Figure 1. Where the registers sit (run 1).
The bar under the picture is 20 um long.
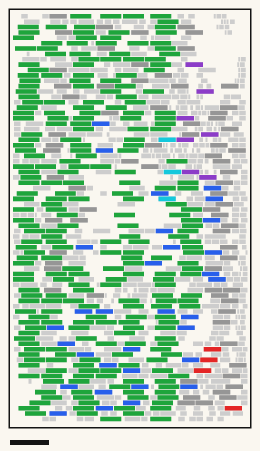
Figure 2. M3 wires (run 1).
The bar under the picture is 20 um long.
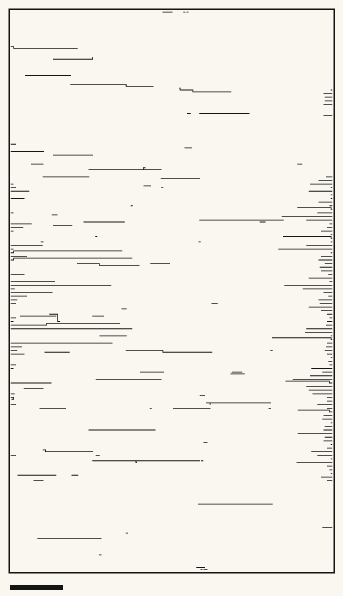
Figure 3. Cells coloured by class (run 1).
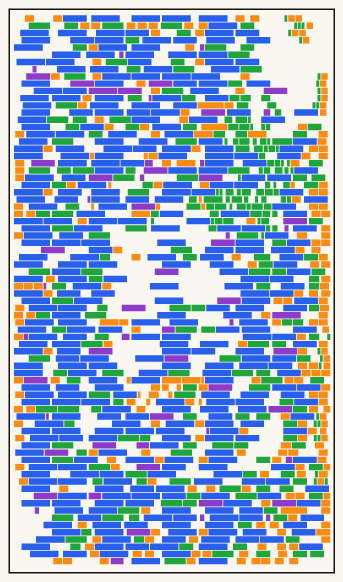
===== src/rtl/fpu_operand_sequencer.sv =====
// Operand FIFO, hold sequencer and result collector for the handshake-less adder FPU.
// Define FPU_SEQ_STATS_EN to build the saturating inexact/overflow/underflow counters.
`timescale 1ns/1ps
module fpu_operand_sequencer #(
    parameter int unsigned DEPTH       = 4,
    parameter int unsigned HOLD_CYCLES = 72
) (
    input  logic        clock100KHz,
    input  logic        reset,
    input  logic        in_valid,
    output logic        in_ready,
    input  logic [31:0] in_op_a,
    input  logic [31:0] in_op_b,
    output logic [31:0] op_A_out,
    output logic [31:0] op_B_out,
    input  logic [31:0] fpu_data_in,
    input  logic [3:0]  fpu_status_in,
    output logic        res_valid,
    input  logic        res_ready,
    output logic [31:0] res_data,
    output logic [3:0]  res_status,
    output logic        busy,
    output logic [7:0]  cnt_inexact,
    output logic [7:0]  cnt_overflow,
    output logic [7:0]  cnt_underflow
);
    localparam int unsigned PTR_W  = $clog2(DEPTH);
    localparam int unsigned CNT_W  = $clog2(DEPTH + 1);
    localparam int unsigned HOLD_W = $clog2(HOLD_CYCLES);

    typedef struct packed {
        logic [31:0] op_a;
        logic [31:0] op_b;
    } operand_pair_t;

    typedef enum logic [1:0] {
        S_IDLE,
        S_HOLD,
        S_OUTPUT
    } state_t;

    state_t             state;
    operand_pair_t      fifo_mem [DEPTH];
    logic [PTR_W-1:0]   wr_ptr;
    logic [PTR_W-1:0]   rd_ptr;
    logic [CNT_W-1:0]   count;
    logic [HOLD_W-1:0]  hold_cnt;
    logic               push;
    logic               pop;
    logic               capture;

    // Handshake and sequencing strobes, all decoded from registered state.
    always_comb begin
        in_ready = (count != CNT_W'(DEPTH));
        push     = in_valid && in_ready;
        pop      = (state == S_IDLE) && (count != '0);
        capture  = (state == S_HOLD) && (hold_cnt == '0);
    end

    always_ff @(posedge clock100KHz) begin
        if (push) begin
            fifo_mem[wr_ptr] <= '{op_a: in_op_a, op_b: in_op_b};
        end
    end

    // FIFO bookkeeping plus the IDLE -> HOLD -> OUTPUT transaction sequencer.
    always_ff @(posedge clock100KHz or negedge reset) begin
        if (!reset) begin
            state      <= S_IDLE;
            wr_ptr     <= '0;
            rd_ptr     <= '0;
            count      <= '0;
            hold_cnt   <= '0;
            op_A_out   <= '0;
            op_B_out   <= '0;
            res_valid  <= 1'b0;
            res_data   <= '0;
            res_status <= '0;
            busy       <= 1'b0;
        end else begin
            if (push) begin
                wr_ptr <= wr_ptr + PTR_W'(1);
            end
            if (pop) begin
                rd_ptr <= rd_ptr + PTR_W'(1);
            end
            case ({push, pop})
                2'b10:   count <= count + CNT_W'(1);
                2'b01:   count <= count - CNT_W'(1);
                default: count <= count;
            endcase

            case (state)
                S_IDLE: begin
                    if (pop) begin
                        op_A_out <= fifo_mem[rd_ptr].op_a;
                        op_B_out <= fifo_mem[rd_ptr].op_b;
                        hold_cnt <= HOLD_W'(HOLD_CYCLES - 1);
                        busy     <= 1'b1;
                        state    <= S_HOLD;
                    end
                end
                S_HOLD: begin
                    if (capture) begin
                        res_data   <= fpu_data_in;
                        res_status <= fpu_status_in;
                        res_valid  <= 1'b1;
                        state      <= S_OUTPUT;
                    end else begin
                        hold_cnt <= hold_cnt - HOLD_W'(1);
                    end
                end
                S_OUTPUT: begin
                    if (res_ready) begin
                        res_valid <= 1'b0;
                        busy      <= 1'b0;
                        state     <= S_IDLE;
                    end
                end
                default: state <= S_IDLE;
            endcase
        end
    end

`ifdef FPU_SEQ_STATS_EN
    function automatic logic [7:0] sat_inc(input logic [7:0] cnt, input logic hit);
        return (hit && (cnt != 8'hFF)) ? cnt + 8'd1 : cnt;
    endfunction

    // Status event counters sample the same status word that is captured.
    always_ff @(posedge clock100KHz or negedge reset) begin
        if (!reset) begin
            cnt_inexact   <= '0;
            cnt_overflow  <= '0;
            cnt_underflow <= '0;
        end else if (capture) begin
            cnt_inexact   <= sat_inc(cnt_inexact,   fpu_status_in[1]);
            cnt_overflow  <= sat_inc(cnt_overflow,  fpu_status_in[2]);
            cnt_underflow <= sat_inc(cnt_underflow, fpu_status_in[3]);
        end
    end
`else
    always_comb begin
        cnt_inexact   = '0;
        cnt_overflow  = '0;
        cnt_underflow = '0;
    end
`endif

endmodule


===== config.mk =====
export PLATFORM = sky130hd
export DESIGN_NAME = fpu_operand_sequencer
export DESIGN_NICKNAME = d
export VERILOG_FILES = /design/src/rtl/fpu_operand_sequencer.sv
export SDC_FILE = /design/constraint.sdc
export NUM_CORES = 1
export LEC_CHECK = 0
export CAP_MARGIN = 40
export CORE_ASPECT_RATIO = 1.75
export CORE_UTILIZATION = 58
export DETAILED_ROUTE_END_ITERATION = 10
export GPL_TIMING_DRIVEN = 0
export PLACE_DENSITY = 0.85
export SLEW_MARGIN = 20
export SYNTH_ARGS = -nofsm -noshare
export SYNTH_HDL_FRONTEND = slang
export SYNTH_SLANG_ARGS = --single-unit

===== constraint.sdc =====
create_clock -name clock100KHz -period 6.2 [get_ports clock100KHz]
set_clock_uncertainty 0.05 [all_clocks]
set_input_delay 0.62 -clock clock100KHz [delete_from_list [all_inputs] [get_ports clock100KHz]]
set_output_delay 0.62 -clock clock100KHz [all_outputs]
set_load 0.01 [all_outputs]

==> flow_summary_export.csv, run 1 <==
group,metric,value,unit
status,status,"completed",
floorplan,chipArea,25700,sq um
sta,drv_slew,0,
floorplan,core_area,24600,sq um
clock_network,cts.repair.resized,0,
route,ant_nets,0,
critical_path,crit_type,"reg2out",
sta,timing.hold.ws,439,ps
pwr,top_power_group,"registers",
pwr,power_leakage,0.00682,uW
pwr,pg_clk,1910,uW
sta,rsz0062_at_grt,"no",
pwr,p_switching,1300,uW
layout,final_cell_mix,"256 x edfxtp_1, 205 x clkdlybuf4s50_1, 118 x dfrtp_1, 79 x mux2_4, 64 x mux4_2",
sta,finalHoldViolCount,0,
clock_network,clockRootBuffer,"clkbuf_16",
yosys,synth_flops,374,
route,drc_errors,0,
critical_path,worstSetupStartpoint,"count[0]$_DFFE_PN0P_",
critical_path,r2r_start,"state[1]$_DFFE_PN0P_",
critical_path,regToRegSetupSlack,3600,ps
clock_network,cts_tree,"done",
grt,grt_pass1_vias,7731,
layout,layout_top_cell,"edfxtp_1",
layout,areaGrowthSynthToFinish,25.5,%
grt,grt_max_degree,84,
pwr,p_seq_frac,0.554,
route,wl_per_cell,21.9,um
-- Figure 1 (at the start) --
colour	netlist name	sequential cells
red	`res_status`	4
cyan	`count`	3
blue	`op_B_out`	32
purple	`hold_cnt`	7
green	`fifo_mem`	256
final core occ: 0.740
seq pwr: 3170 uW

-- Figure 2 (at the start) --
nets with wire on the layer	158
main direction	horizontal
final wirelength: 27900 um
met3 usage: 0.0380

-- Figure 3 (at the start) --
colour	class	cells
blue	flops	374
orange	other buffers and delay cells	261
purple	clock drivers and dummy loads	58
green	combinational and other logic	269
row count: 76
final instance area: 18200 sq um

-- run 1: state kept, by name, summed over array words and instances (netlist names) --
| name | cells |
|---|---|
| fifo_mem | 256 |
| op_A_out | 32 |
| op_B_out | 32 |
| res_data | 32 |
| hold_cnt | 7 |
| res_status | 4 |
| count | 3 |
| rd_ptr | 2 |
| state | 2 |
| wr_ptr | 2 |
| busy | 1 |
| res_valid | 1 |
-- run 1: cells in the mapped netlist, drive strengths merged --
library cell / count / area [sq um]
nor4: 2 / 27.5
xor2: 2 / 17.5
mux2: 101 / 1430
xnor2: 4 / 35.0
and4: 1 / 8.76
or4: 1 / 7.51
a21o: 1 / 7.51
nand2b: 1 / 6.26
or2: 1 / 6.26
fa: 1 / 20.0
a31o: 1 / 8.76
buf: 43 / 378
and3b: 1 / 8.76
a21oi: 3 / 15.0
ha: 7 / 87.6
a22oi: 1 / 7.51
nand3b: 1 / 7.51
or3b: 1 / 8.76
dfrtp: 118 / 2950
inv: 12 / 45.0
mux2i: 6 / 60.1
a221oi: 1 / 8.76
a2111oi: 1 / 8.76
nor3: 3 / 15.0
nor2: 4 / 17.5
nand3: 3 / 27.5
edfxtp: 256 / 7690
and3: 4 / 25.0
and2b: 1 / 7.51
mux4: 64 / 1440
and2: 1 / 6.26
or3: 1 / 11.3
clkbuf: 6 / 22.5
conb: 1 / 3.75
o22ai: 1 / 6.26
a31oi: 1 / 6.26
nand2: 4 / 22.5
nor2b: 1 / 6.26
o211ai: 2 / 15.0
o21ai: 5 / 28.8
-- run 1: critical path, stage by stage (launching register included) --
cell and delay [ps]:
dfrtp_1 430, or3b_1 470, clkdlybuf4s50_1 540
-- run 1: through the flow --
step	cells	TNS [ps]	utilization
after floorplan	692	0	-
after global placement	1210	-65430	0.693
after detailed placement	1215	0	0.699
after CTS	1274	0	0.740
after global routing	1275	0	0.740
final	1275	0	0.740
-- run 1: logic make-up (layout without fill, tap and decap cells) --
| family | after synthesis | count (layout) | synth area share |
|---|---|---|---|
| compound gates | 17 | 17 | 0.00776 |
| xor+xnor | 6 | 6 | 0.00362 |
| fa+ha+maj | 8 | 8 | 0.00741 |
| buf+inv | 61 | 331 | 0.0307 |
| flops | 374 | 374 | 0.733 |
| mux | 171 | 171 | 0.202 |
| other cells | 1 | 25 | 0.000258 |
| simple gates | 31 | 31 | 0.0152 |
-- run 1: area by class of cell --
class / count / area (sq um)
diodes: 1 / 2.50
plain buffers: 49 / 400
clock buffers: 39 / 846
clock inverters: 19 / 156
fillers: 1426 / 6410
inverters: 12 / 45.0
multi-input cells: 257 / 3540
flip-flops and latches: 374 / 10600
well taps: 312 / 390
repair buffers: 212 / 2200
-- run 1: per-layer routing --
metal / global-route usage / wire, um
met2: 0.421 / 15600
met4: 0.0881 / 832
met3: 0.0380 / 1510
met5: 0 / 0
met1: 0.255 / 9910
-- run 1: how the worst min path moves through the flow --
stage	cells past startpoint	endpoint
floorplan	0	busy$_DFFE_PN0P_
global placement	2	busy$_DFFE_PN0P_
detailed placement	2	busy$_DFFE_PN0P_
CTS	2	busy$_DFFE_PN0P_
global route	1	op_A_out[28]$_DFFE_PN0P_
finish	2	busy$_DFFE_PN0P_
Figure 4. Placed standard cells (run 1).
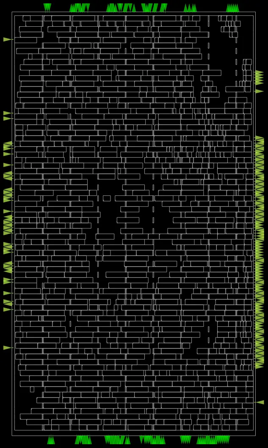

==> run 2: changes to the inputs <==
--- a/config.mk
+++ b/config.mk
@@ -7,10 +7,10 @@
 export LEC_CHECK = 0
 export CAP_MARGIN = 40
 export CORE_ASPECT_RATIO = 1.75
-export CORE_UTILIZATION = 58
+export CORE_UTILIZATION = 48
 export DETAILED_ROUTE_END_ITERATION = 10
 export GPL_TIMING_DRIVEN = 0
-export PLACE_DENSITY = 0.85
+export PLACE_DENSITY = 0.76
 export SLEW_MARGIN = 20
 export SYNTH_ARGS = -nofsm -noshare
 export SYNTH_HDL_FRONTEND = slang
==> constraint.sdc (replaced) <==
create_clock -name clock100KHz -period 2.3 [get_ports clock100KHz]
set_clock_uncertainty 0.05 [all_clocks]
set_input_delay 0.23 -clock clock100KHz [delete_from_list [all_inputs] [get_ports clock100KHz]]
set_output_delay 0.23 -clock clock100KHz [all_outputs]
set_load 0.01 [all_outputs]
Figure 5. Placed standard cells (run 2).
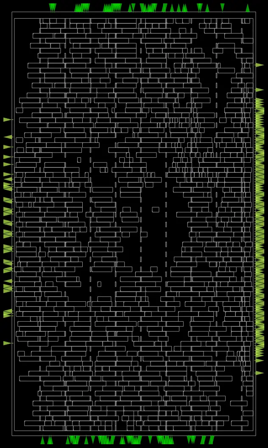
flip-flops: 374
row count: 83
Core Region: 29500 sq um
tap cells: 382
fraction of area in registers: 0.575

Figure 6. Placement density heat map (run 2).
13 x 23 tiles, from white (low) to dark blue (high), 0 to 100% covered.
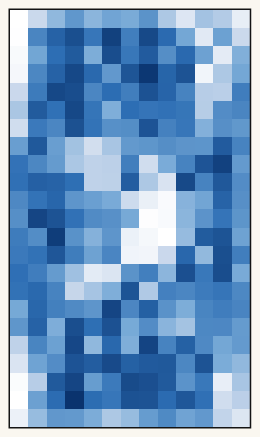
nearly empty tiles	1.7%
emptiest ninth of the die	centre
mean over tiles	58%
fullest tile	99%
tiles over 75% full	26%
final core occ: 0.627
fp_density: 0.492

==> flow_summary_export.csv, run 2 <==
group,metric,value,unit
route,wl_per_cell,20.8,um
floorplan,chipArea,31000,sq um
layout,final_cell_mix,"256 x edfxtp_1, 205 x clkdlybuf4s50_1, 115 x dfrtp_1, 79 x mux2_4, 64 x mux4_2",
yosys,yosys-stat-area,14500,sq um
yosys,ys_cells,669,
sta,drv_slew,0,
pwr,clock_power_share,0.353,
pwr,power_leakage,0.00692,uW
place,dp_hpwl,18200,um
clock_network,cts_tree,"done",
grt,met2_usage,0.346,
route,wirelength,28100,um
grt,grt_pass1_vias,7511,
layout,areaGrowthSynthToFinish,27.5,%
critical_path,regToRegSetupSlack,100,ps
yosys,synth.top_cell.area_share,0.530,
critical_path,crit_type,"reg2out",
layout,largest_reg_flops,256,
yosys,ff_type,"edfxtp_1",
critical_path,r2r_start,"count[0]$_DFFE_PN0P_",
grt,top_usage_layer,"met2",
status,status,"completed",
route,drc_errors,0,
yosys,most_common_cell,"edfxtp_1",
layout,combGateArea,3550,sq um
sta,finalHoldViolCount,0,
layout,nFillCells,2100,
sta,fin_setup_tns,0,ps
grt,globalRouteMet3Util,0.0408,
layout,layout_top_cell,"edfxtp_1",
pwr,comb_power_share,0.112,
layout,seq_area,10600,sq um
pwr,p_switching,3560,uW
yosys,synth_flops,374,
grt,grt_pass1_wl,43300,um
yosys,top_area_cell,"edfxtp_1",
grt,grt_max_degree,67,
layout,top_register,"fifo_mem",
critical_path,worstSetupStartpoint,"count[0]$_DFFE_PN0P_",
grt,grtUsageMet1,0.210,
clock_network,cts.sink_count,374,
clock_network,clockRootBuffer,"clkbuf_16",
yosys,topCellsByArea,"edfxtp_1 53%, dfrtp_1 20%, mux4_2 9.9%, mux2_4 8.2%, mux2_2 1.7%",
yosys,edf_count,256,
worst_hold_path,min_path_type,"in2async",
route,ant_nets,0,
pwr,cellPowerDensity,860,nW/um^2
yosys,common_cells,"256 x edfxtp_1, 118 x dfrtp_1, 79 x mux2_4",
yosys,ys_async_sr_fraction,0.316,
pwr,p_seq_frac,0.536,
## run 2: path summary, 6_finish.rpt
check | end | cells past startpoint
max reg2reg | count[2]$_DFFE_PN0P_ | 9
min in group clock100KHz | res_status[2]$_DFFE_PN0P_ | 2
max in group asynchronous | op_B_out[27]$_DFFE_PN0P_ | 3
min reg2reg | busy$_DFFE_PN0P_ | 2
max | in_ready | 3
min | res_status[2]$_DFFE_PN0P_ | 2
## run 2: cell families after synthesis
logic type	Yosys count	synth area share
flops	374	0.733
mux	171	0.202
buf+inv	61	0.0307
simple gates	31	0.0152
compound gates	17	0.00776
fa+ha+maj	8	0.00741
xor+xnor	6	0.00362
other cells	1	0.000258
## run 2: critical path: stages (launching register included)
cell,delay (ps)
dfrtp_2,420
or3b_4,420
buf_4,160
clkdlybuf4s50_1,470
## run 2: layer usage
metal | vias to the layer above | share of wire
li1 | 3149 | -
met4 | 0 | 0.030
met1 | 3597 | 0.36
met2 | 234 | 0.55
met3 | 47 | 0.056
met5 | - | 0
## run 2: power groups by stage
stage / clock network (uW) / registers (uW) / logic, uW
2_1_floorplan: 0 / 8620 / 903
3_3_place_gp: 0 / 8660 / 1600
5_1_grt: 6000 / 8590 / 1920
6_report: 5610 / 8520 / 1770
4_1_cts: 5770 / 8530 / 1820
3_5_place_dp: 0 / 8670 / 1780
## run 2: final cells by class
cell class	instances	share of cell area
Multi-Input combinational cell	257	0.192
Antenna cell	1	0.000135
Sequential cell	374	0.575
Clock buffer	52	0.0563
Inverter	12	0.00243
Buffer	48	0.0218
Clock inverter	9	0.00385
Timing Repair Buffer	220	0.123
Tap cell	382	0.0258
## run 2: per-stage QoR
| step | instance area, sq um | cells | total power [uW] | hold WS (ps) |
|---|---|---|---|---|
| finish | 18500 | 1355 | 15900 | 188 |
| global route | 18500 | 1355 | 16500 | 218 |
| CTS | 18500 | 1350 | 16100 | 189 |
| detailed placement | 17300 | 1285 | 10400 | 150 |
| global placement | 17100 | 1280 | 10300 | 431 |
| floorplan | 14600 | 692 | 9520 | -116 |
## run 2: what timing repair did
item / 4_1_cts / 5_1_grt
hold buffers: 1 / 0
buffers inserted: 3 / 5
endpoints found under the hold margin: 52 / 0
resized: 6 / 3
setup endpoints to repair: 2 / 2
pin swaps: 1 / 4
No activity file was given, so power comes from the tool's default toggle rates.
